`src/rtl/key_event_pkg.sv`:
```
// Shared types, defaults and sizing helpers for the key conditioning front end.
// Auto-repeat is built only when KEY_AUTOREPEAT_EN is defined (see key_channel).
package key_event_pkg;

  typedef enum logic [1:0] {
    IDLE      = 2'd0,
    HOLD_WAIT = 2'd1,
    REPEAT    = 2'd2
  } key_fsm_e;

  localparam int DEF_DEBOUNCE_MS     = 20;
  localparam int DEF_REPEAT_DELAY_MS = 500;
  localparam int DEF_REPEAT_RATE_MS  = 100;

  function automatic int ms_to_cycles(input int f_clk, input int ms);
    return (f_clk / 1000) * ms;
  endfunction

  function automatic int ms_cnt_width(input int a, input int b, input int c);
    int m;
    m = a;
    if (b > m) m = b;
    if (c > m) m = c;
    return $clog2(m + 1);
  endfunction

  localparam int MS_CNT_W = ms_cnt_width(DEF_DEBOUNCE_MS, DEF_REPEAT_DELAY_MS,
                                         DEF_REPEAT_RATE_MS);

endpackage

```
`src/rtl/key_channel.sv`:
```
// One key: 2-flop synchroniser, tick-sampled debounce, press/release/repeat pulses.
// Macro KEY_AUTOREPEAT_EN selects the IDLE/HOLD_WAIT/REPEAT FSM; otherwise IDLE/HELD.
module key_channel
  import key_event_pkg::*;
#(
  parameter int DEBOUNCE_MS     = DEF_DEBOUNCE_MS,
  parameter int REPEAT_DELAY_MS = DEF_REPEAT_DELAY_MS,
  parameter int REPEAT_RATE_MS  = DEF_REPEAT_RATE_MS
) (
  input  logic i_clk,
  input  logic i_rst,
  input  logic i_tick,
  input  logic i_key_n,
  output logic o_pressed,
  output logic o_press_pulse,
  output logic o_release_pulse,
  output logic o_repeat_pulse
);

  localparam int CNT_W = ms_cnt_width(DEBOUNCE_MS, REPEAT_DELAY_MS, REPEAT_RATE_MS);
  localparam logic [CNT_W-1:0] DEB_LAST = CNT_W'(DEBOUNCE_MS);

  logic             sync1_q, sync2_q;
  logic             samp_q, samp_d;
  logic             pressed_q, pressed_d;
  logic             press_q, press_d;
  logic             rel_q, rel_d;
  logic             accept;
  logic [CNT_W-1:0] deb_cnt_q, deb_cnt_d;
  key_fsm_e         state_q, state_d;

  // The level is captured on one tick and judged on the next, so a change
  // must survive DEBOUNCE_MS full tick periods before it is accepted.
  always_comb begin
    samp_d    = samp_q;
    deb_cnt_d = deb_cnt_q;
    pressed_d = pressed_q;
    accept    = 1'b0;
    if (i_tick) begin
      samp_d = ~sync2_q;
      if (samp_q == pressed_q) begin
        deb_cnt_d = '0;
      end else if (deb_cnt_q + CNT_W'(1) == DEB_LAST) begin
        deb_cnt_d = '0;
        pressed_d = ~pressed_q;
        accept    = 1'b1;
      end else begin
        deb_cnt_d = deb_cnt_q + CNT_W'(1);
      end
    end else begin
      samp_d = samp_q;
    end
    press_d = accept & ~pressed_q;
    rel_d   = accept & pressed_q;
  end

  always_ff @(posedge i_clk) begin
    if (i_rst) begin
      sync1_q   <= 1'b1;
      sync2_q   <= 1'b1;
      samp_q    <= 1'b0;
      pressed_q <= 1'b0;
      deb_cnt_q <= '0;
      press_q   <= 1'b0;
      rel_q     <= 1'b0;
    end else begin
      sync1_q   <= i_key_n;
      sync2_q   <= sync1_q;
      samp_q    <= samp_d;
      pressed_q <= pressed_d;
      deb_cnt_q <= deb_cnt_d;
      press_q   <= press_d;
      rel_q     <= rel_d;
    end
  end

`ifdef KEY_AUTOREPEAT_EN
  localparam logic [CNT_W-1:0] DELAY_LAST = CNT_W'(REPEAT_DELAY_MS);
  localparam logic [CNT_W-1:0] RATE_LAST  = CNT_W'(REPEAT_RATE_MS);

  logic [CNT_W-1:0] rep_cnt_q, rep_cnt_d, rep_inc;
  logic             rep_q, rep_d;

  // A release accepted on this tick overrides any repeat due on the same tick.
  always_comb begin
    state_d   = state_q;
    rep_cnt_d = rep_cnt_q;
    rep_d     = 1'b0;
    rep_inc   = rep_cnt_q + CNT_W'(1);
    if (rel_d) begin
      state_d   = IDLE;
      rep_cnt_d = '0;
    end else if (press_d) begin
      state_d   = HOLD_WAIT;
      rep_cnt_d = '0;
    end else if (i_tick) begin
      case (state_q)
        HOLD_WAIT: begin
          if (rep_inc == DELAY_LAST) begin
            state_d   = REPEAT;
            rep_cnt_d = '0;
            rep_d     = 1'b1;
          end else begin
            rep_cnt_d = rep_inc;
          end
        end
        REPEAT: begin
          if (rep_inc == RATE_LAST) begin
            rep_cnt_d = '0;
            rep_d     = 1'b1;
          end else begin
            rep_cnt_d = rep_inc;
          end
        end
        default: begin
          state_d   = IDLE;
          rep_cnt_d = '0;
        end
      endcase
    end else begin
      state_d = state_q;
    end
  end

  always_ff @(posedge i_clk) begin
    if (i_rst) begin
      state_q   <= IDLE;
      rep_cnt_q <= '0;
      rep_q     <= 1'b0;
    end else begin
      state_q   <= state_d;
      rep_cnt_q <= rep_cnt_d;
      rep_q     <= rep_d;
    end
  end

  assign o_repeat_pulse = rep_q;
`else
  // HOLD_WAIT doubles as the HELD state when auto-repeat is not built.
  always_comb begin
    state_d = state_q;
    if (rel_d) begin
      state_d = IDLE;
    end else if (press_d) begin
      state_d = HOLD_WAIT;
    end else begin
      state_d = state_q;
    end
  end

  always_ff @(posedge i_clk) begin
    if (i_rst) begin
      state_q <= IDLE;
    end else begin
      state_q <= state_d;
    end
  end

  assign o_repeat_pulse = 1'b0;
`endif

  assign o_pressed       = pressed_q;
  assign o_press_pulse   = press_q;
  assign o_release_pulse = rel_q;

endmodule

```
`src/rtl/key_event_gen.sv`:
```
// Key conditioning top: shared 1 ms tick generator plus one key_channel per key.
// Define KEY_AUTOREPEAT_EN to build the auto-repeat logic in every channel.
module key_event_gen
  import key_event_pkg::*;
#(
  parameter int F_CLK           = 50000000,
  parameter int NUM_KEYS        = 6,
  parameter int DEBOUNCE_MS     = 20,
  parameter int REPEAT_DELAY_MS = 500,
  parameter int REPEAT_RATE_MS  = 100
) (
  input  logic                i_clk,
  input  logic                i_rst,
  input  logic [NUM_KEYS-1:0] i_key,
  output logic [NUM_KEYS-1:0] o_pressed,
  output logic [NUM_KEYS-1:0] o_press_pulse,
  output logic [NUM_KEYS-1:0] o_release_pulse,
  output logic [NUM_KEYS-1:0] o_repeat_pulse,
  output logic                o_tick_1ms
);

  localparam int TICK_CYCLES = ms_to_cycles(F_CLK, 1);
  localparam int TICK_W      = $clog2(TICK_CYCLES);
  localparam logic [TICK_W-1:0] TICK_LAST = TICK_W'(TICK_CYCLES - 1);

  logic [TICK_W-1:0] tick_cnt_q, tick_cnt_d;
  logic              tick_q, tick_d;

  // The strobe flop mirrors "counter == last" so the tick is a clean register output.
  always_comb begin
    if (tick_cnt_q == TICK_LAST) begin
      tick_cnt_d = '0;
    end else begin
      tick_cnt_d = tick_cnt_q + TICK_W'(1);
    end
    tick_d = (tick_cnt_d == TICK_LAST);
  end

  always_ff @(posedge i_clk) begin
    if (i_rst) begin
      tick_cnt_q <= '0;
      tick_q     <= 1'b0;
    end else begin
      tick_cnt_q <= tick_cnt_d;
      tick_q     <= tick_d;
    end
  end

  assign o_tick_1ms = tick_q;

  for (genvar g = 0; g < NUM_KEYS; g++) begin : g_key
    key_channel #(
      .DEBOUNCE_MS    (DEBOUNCE_MS),
      .REPEAT_DELAY_MS(REPEAT_DELAY_MS),
      .REPEAT_RATE_MS (REPEAT_RATE_MS)
    ) u_channel (
      .i_clk          (i_clk),
      .i_rst          (i_rst),
      .i_tick         (tick_q),
      .i_key_n        (i_key[g]),
      .o_pressed      (o_pressed[g]),
      .o_press_pulse  (o_press_pulse[g]),
      .o_release_pulse(o_release_pulse[g]),
      .o_repeat_pulse (o_repeat_pulse[g])
    );
  end

endmodule

```
`config.mk`:
```
export PLATFORM = sky130hd
export DESIGN_NAME = key_event_gen
export DESIGN_NICKNAME = d
export VERILOG_FILES = /design/src/rtl/key_event_pkg.sv /design/src/rtl/key_channel.sv /design/src/rtl/key_event_gen.sv
export SDC_FILE = /design/constraint.sdc
export NUM_CORES = 1
export LEC_CHECK = 0
export CAP_MARGIN = 10
export CELL_PAD_IN_SITES_DETAIL_PLACEMENT = 0
export CELL_PAD_IN_SITES_GLOBAL_PLACEMENT = 1
export CORE_MARGIN = 2
export CORE_UTILIZATION = 37
export DETAILED_ROUTE_END_ITERATION = 7
export PLACE_DENSITY_LB_ADDON = 0.05
export SLEW_MARGIN = 20
export SYNTH_ARGS = -nofsm -noshare
export SYNTH_HDL_FRONTEND = slang
export SYNTH_SLANG_ARGS = --single-unit
```
`constraint.sdc`:
```
create_clock -name i_clk -period 3.95 [get_ports i_clk]
set_input_delay 0.9875 -clock i_clk [delete_from_list [all_inputs] [get_ports i_clk]]
set_output_delay 0.9875 -clock i_clk [all_outputs]
set_load 0.01 [all_outputs]
```
==> results.yml <==
# physical design summary
logic_synthesis:
  simple_gate_area_frac: 0.285
  synth_area_um2: 5020
  top_cell: "dfxtp_1"
  ff_type: "dfxtp_1"
  syn_area_per_cell_um2: 8.45
  top_logic_kind: "simple AND/OR/NAND/NOR gates"
power:
  power_leakage_nw: 1.86
  power_frac_comb: 0.019
  swShare: 0.221
critical_path:
  regToRegSetupSlack_ns: 1.69
  worstSetupPathType: "register to output port"
  crit_chain: "clkdlybuf4s50_1"
  critPathMaxStageDelay_ns: 0.58
  required_ns: 2.96
  path_delay_family: "buffers and inverters"
  r2r_start: "tick_cnt_q[0]"
global_route:
  grt_start_max_net_pins: 56
  grt_antenna_before_repair: 0
floorplanning:
  tapCellCount: 176
  pin_count: 33
clocking:
  cts.path.max_buffers: 2
  root_buffer: "clkbuf_16"
  h-tree-depth: 3
finish:
  sh_seq_area: 0.388
  num-fill-cells: 1406
  drive_above_1_share: 0.0831
  nMultiInputCombCells: 432
min_path:
  min_from: "g_key[1].u_channel.sync2_q"
  hold_class: "register to register"
outcome:
  status: "completed"
detailed_routing:
  drt_wl_total_mm: 10.0
  wl_per_cell_um: 13.1
  dr.pass1.iters: 4
sta:
  worstMarginPinSlew_ns: 0.881
## worst max-delay path by stage
stage               cells past startpoint  slack (ns)                          from                          endpoint
detailed placement                      3        1.60                         i_rst   g_key[4].u_channel.deb_cnt_q[5]
floorplan                               4        2.00                         i_rst  g_key[0].u_channel.o_press_pulse
global route                            1        1.51  g_key[1].u_channel.o_pressed                      o_pressed[1]
finish                                  1        1.58  g_key[5].u_channel.o_pressed                      o_pressed[5]
global placement                        3        1.60                         i_rst         g_key[4].u_channel.samp_q
CTS                                     1        1.56  g_key[1].u_channel.o_pressed                      o_pressed[1]
## metal layers
layer	up-vias	GRT usage
li1	2065	-
met1	1830	0.191
met2	35	0.236
met5	-	0
met4	0	0.0414
met3	12	0.0443
==> images/met1.png <==
Scale: 4 px per µm. Supply wires on this layer in gray.
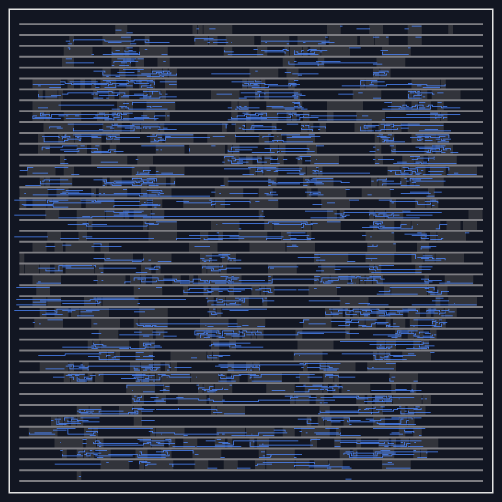
The wires run mostly horizontal. The layer carries 5,120 µm of wire. The longest straight run is 43.2 µm. 568 nets have wire on it.

==> images/met2.png <==
Scale: 4 px per µm.
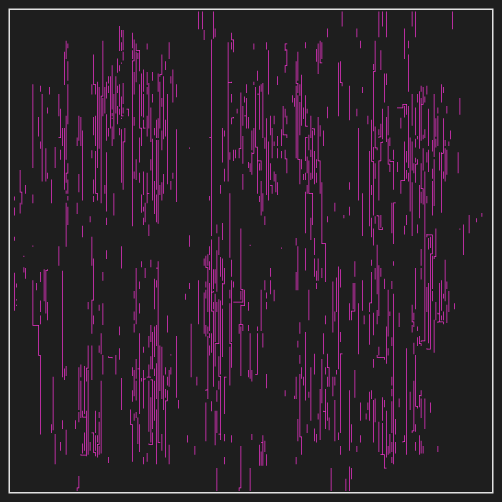
467 nets have wire on it. The layer holds 45% of the routed length. The longest straight run is 49.0 µm. The wires run mostly vertical. The layer carries 4,530 µm of wire.

Power figures rest on the tool's default switching activity, not on a simulated workload.
